### Signal wires on met1

Scale bar: 20 µm. Supply wires on this layer in gray.
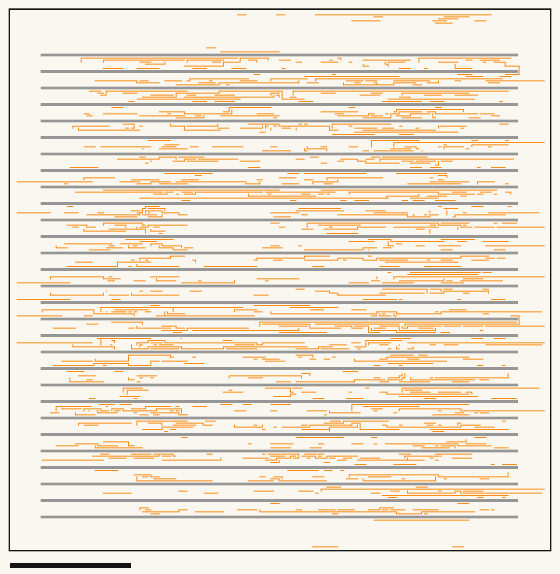
### Metal 2

Scale bar: 20 µm.
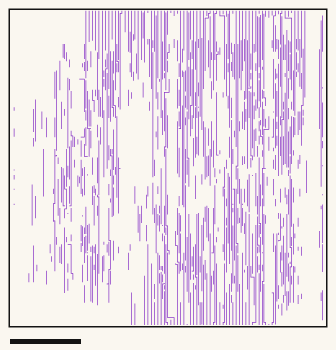
### Metal 3

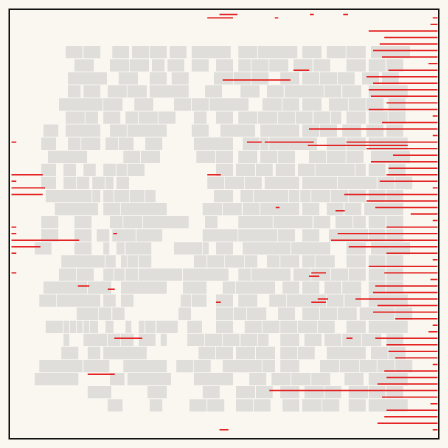
### The metal 4 layer

Scale bar: 20 µm. Supply wires on this layer in gray.
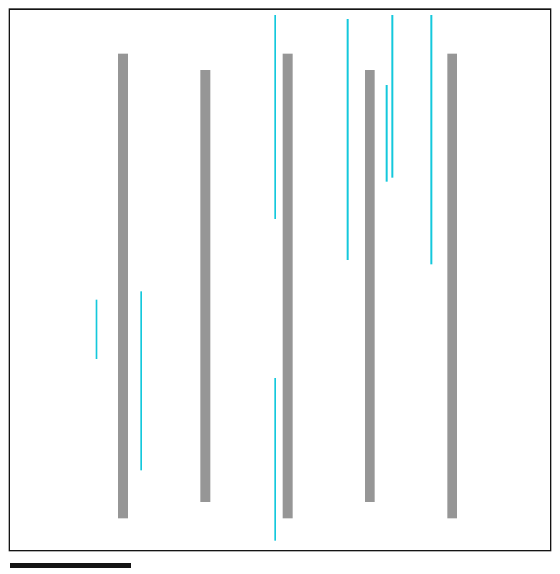
### config.mk
export PLATFORM = sky130hd
export DESIGN_NAME = fifo_wr_arbiter
export DESIGN_NICKNAME = d
export VERILOG_FILES = /design/src/rtl/fifo_wr_arbiter.sv
export SDC_FILE = /design/constraint.sdc
export NUM_CORES = 1
export LEC_CHECK = 0
export CAP_MARGIN = 15
export CORE_MARGIN = 5
export CORE_UTILIZATION = 30
export CTS_CLUSTER_DIAMETER = 30
export DETAILED_ROUTE_END_ITERATION = 8
export PLACE_DENSITY = 0.81
export REMOVE_ABC_BUFFERS = 1
export SLEW_MARGIN = 5
export SYNTH_ARGS = -nofsm -noshare
export SYNTH_HDL_FRONTEND = slang
export SYNTH_SLANG_ARGS = --single-unit
### constraint.sdc
create_clock -name clk -period 2 [get_ports clk]
set_input_delay 0.4 -clock clk [delete_from_list [all_inputs] [get_ports clk]]
set_output_delay 0.4 -clock clk [all_outputs]
set_load 0.03 [all_outputs]
### src/rtl/fifo_wr_arbiter.sv
// Round-robin arbiter that shares the single fifo_top write port between NUM_REQ producers.
// A grantee owns the port for one burst, which ends on last, on MAX_BURST words, or when it drops its request.
module fifo_wr_arbiter #(
  parameter int NUM_REQ    = 4,
  parameter int DATA_WIDTH = 32,
  parameter int MAX_BURST  = 16
) (
  input  logic                          clk,
  input  logic                          rst,
  input  logic [NUM_REQ-1:0]            req_i,
  input  logic [NUM_REQ-1:0]            last_i,
  input  logic [NUM_REQ*DATA_WIDTH-1:0] data_i,
  input  logic                          full_i,
  output logic [NUM_REQ-1:0]            gnt_o,
  output logic [NUM_REQ-1:0]            ack_o,
  output logic                          fifo_wr_cs_o,
  output logic                          fifo_wr_en_o,
  output logic [DATA_WIDTH-1:0]         fifo_data_o,
  output logic                          busy_o,
  output logic [$clog2(NUM_REQ)-1:0]    owner_o
);

  localparam int OW = $clog2(NUM_REQ);
  localparam int CW = $clog2(MAX_BURST + 1);

  typedef enum logic {
    IDLE  = 1'b0,
    GRANT = 1'b1
  } state_e;

  state_e               state_q, state_d;
  logic [NUM_REQ-1:0]   gnt_q, gnt_d;
  logic [OW-1:0]        owner_q, owner_d;
  logic [OW-1:0]        ptr_q, ptr_d;
  logic [CW-1:0]        cnt_q, cnt_d;

  logic                 win_found;
  logic [OW-1:0]        win_idx;
  logic [OW-1:0]        cand;
  logic                 ack;
  logic                 burst_end;

  always_ff @(posedge clk or negedge rst) begin
    if (!rst) begin
      state_q <= IDLE;
      gnt_q   <= '0;
      owner_q <= '0;
      ptr_q   <= OW'(NUM_REQ - 1);
      cnt_q   <= '0;
    end else begin
      state_q <= state_d;
      gnt_q   <= gnt_d;
      owner_q <= owner_d;
      ptr_q   <= ptr_d;
      cnt_q   <= cnt_d;
    end
  end

  // Scan ptr+1, ptr+2, ... so the previous grantee is considered last.
  always_comb begin
    win_found = 1'b0;
    win_idx   = '0;
    cand      = '0;
    for (int off = 1; off <= NUM_REQ; off++) begin
      cand = OW'((int'(ptr_q) + off) % NUM_REQ);
      if (!win_found && req_i[cand]) begin
        win_found = 1'b1;
        win_idx   = cand;
      end
    end
  end

  always_comb begin
    state_d   = state_q;
    gnt_d     = gnt_q;
    owner_d   = owner_q;
    ptr_d     = ptr_q;
    cnt_d     = cnt_q;
    ack       = 1'b0;
    burst_end = 1'b0;

    case (state_q)
      IDLE: begin
        if (win_found) begin
          state_d          = GRANT;
          gnt_d            = '0;
          gnt_d[win_idx]   = 1'b1;
          owner_d          = win_idx;
          cnt_d            = '0;
        end
      end
      GRANT: begin
        ack = req_i[owner_q] & ~full_i;
        if (ack && (cnt_q != CW'(MAX_BURST))) begin
          cnt_d = cnt_q + CW'(1);
        end
        // Full stalls hold the grant indefinitely; only the owner's own signals end a burst.
        burst_end = ~req_i[owner_q] |
                    (ack & (last_i[owner_q] | (cnt_q == CW'(MAX_BURST - 1))));
        if (burst_end) begin
          state_d = IDLE;
          ptr_d   = owner_q;
          gnt_d   = '0;
        end
      end
      default: begin
        state_d = IDLE;
        gnt_d   = '0;
      end
    endcase
  end

  always_comb begin
    ack_o          = '0;
    ack_o[owner_q] = ack;
    fifo_wr_en_o   = ack;
    fifo_wr_cs_o   = ack;
    fifo_data_o    = ack ? data_i[int'(owner_q)*DATA_WIDTH +: DATA_WIDTH] : '0;
  end

  assign gnt_o   = gnt_q;
  assign busy_o  = (state_q == GRANT);
  assign owner_o = owner_q;

endmodule

==> impl_metrics.toml <==
# generated from flow reports
[synth]
largest_area_cell = "mux4_2"
synthXorXnorAreaFrac_pct = 0
async_flop_share_pct = 100
ys_cells = 159
syn_inst = 159
flop_cell = "dfrtp_1"
top_logic_kind = "multiplexers"
yosys_area_mm2 = 0.00187
netlist_top_cells_area = "mux4_2 40%, dfrtp_1 16%, and3_1 11%"
avgSynthCellArea_um2 = 11.8
edf_count = 0
ys_sh_adder_pct = 2.00

[sta]
final_hold_viol_count = 0
worst_pin_slew_ps = 618
grt_setup_unrepaired = "true"
setup_viol_count_final = 35
setup_slack_ps = -246

[global_route]
grt_max_degree = 37
use_met3_pct = 4.42
grt.overflow.total = 0
grt_pass1_vias = 2464
grt_pass1_wl_um = 13300
use_met2_pct = 41.9
antenna_found_initial = 0
grt_usage_pct = 22.3

[clocking]
clock_sinks = 14
clock_path_buffers = 2
root_buffer = "clkbuf_8"
clk_latency_ps = 250

[status]
status = "finished with violations"
failed_checks = "setup timing"

[routing]
drt_iter0_drc = 50
ant_nets = 0
dr_wl_met3_um = 810
wl_met1_um = 3740

[worst_setup_path]
worst-path-stages = 6
path_buffers = 4
startpoint = "owner_o[0]"
end_kind = "output port"
arrival_ps = 1850
crit_required_ps = 1600
start_kind = "flip-flop"

[pwr]
power_density_mw_per_mm2 = 1170

[finish]
fill_cells = 396
comb_area_mm2 = 0.00158
clkbuf_count = 4

[floorplan]
initial_core_util_pct = 31.3
core-area_mm2 = 0.00599

[hold_path]
min_to = "cnt_q[3]"
hp-start = "cnt_q[3]"

[flow_run]
log.warning_count = 28
maxCapViolations = 0
-- 'Signal wires on met1' (at the start) --
The layer holds 37% of the routed length. The wires run mostly horizontal. The layer carries 3,740 µm of wire. The longest straight run is 42.3 µm. 462 nets have wire on it.

-- 'Metal 2' (at the start) --
The wires run mostly vertical. The layer carries 5,420 µm of wire. The longest straight run is 46.7 µm. The layer holds 53% of the routed length.

-- 'Metal 3' (at the start) --
89 nets have wire on it. The layer carries 810 µm of wire.

-- 'The metal 4 layer' (at the start) --
8 nets have wire on it. The wires run mostly vertical.

[per-stage QoR]
step                worst slack (ps)  setup TNS, ps  instance area [µm²]  util (%)
global route                    -275          -7510                 4510      75.2
finish                          -246          -6320                 4510      75.2
floorplan                      -1220         -56130                 1780         -
detailed placement              -661         -21430                 3920      65.4
global placement                -657         -20720                 3920      65.4
CTS                             -296          -8140                 4260      71.1
[state kept, by name, indices dropped and copies added (netlist names)]
name and flops:
ptr_q 2, busy_o 1, owner_o 2, gnt_o 4, cnt_q 5
[timing repair]
item,4_1_cts,5_1_grt
cloned,3,0
resized,187,68
pin swaps,2,19
setup buffers,16,7
endpoints found under the setup margin,38,44
hold buffers,0,0
[where the power goes]
part           switching (µW)  internal [µW]
clock network             104            175
registers                 113            419
logic                    1920           2540
Power and IR drop assume default switching activity.
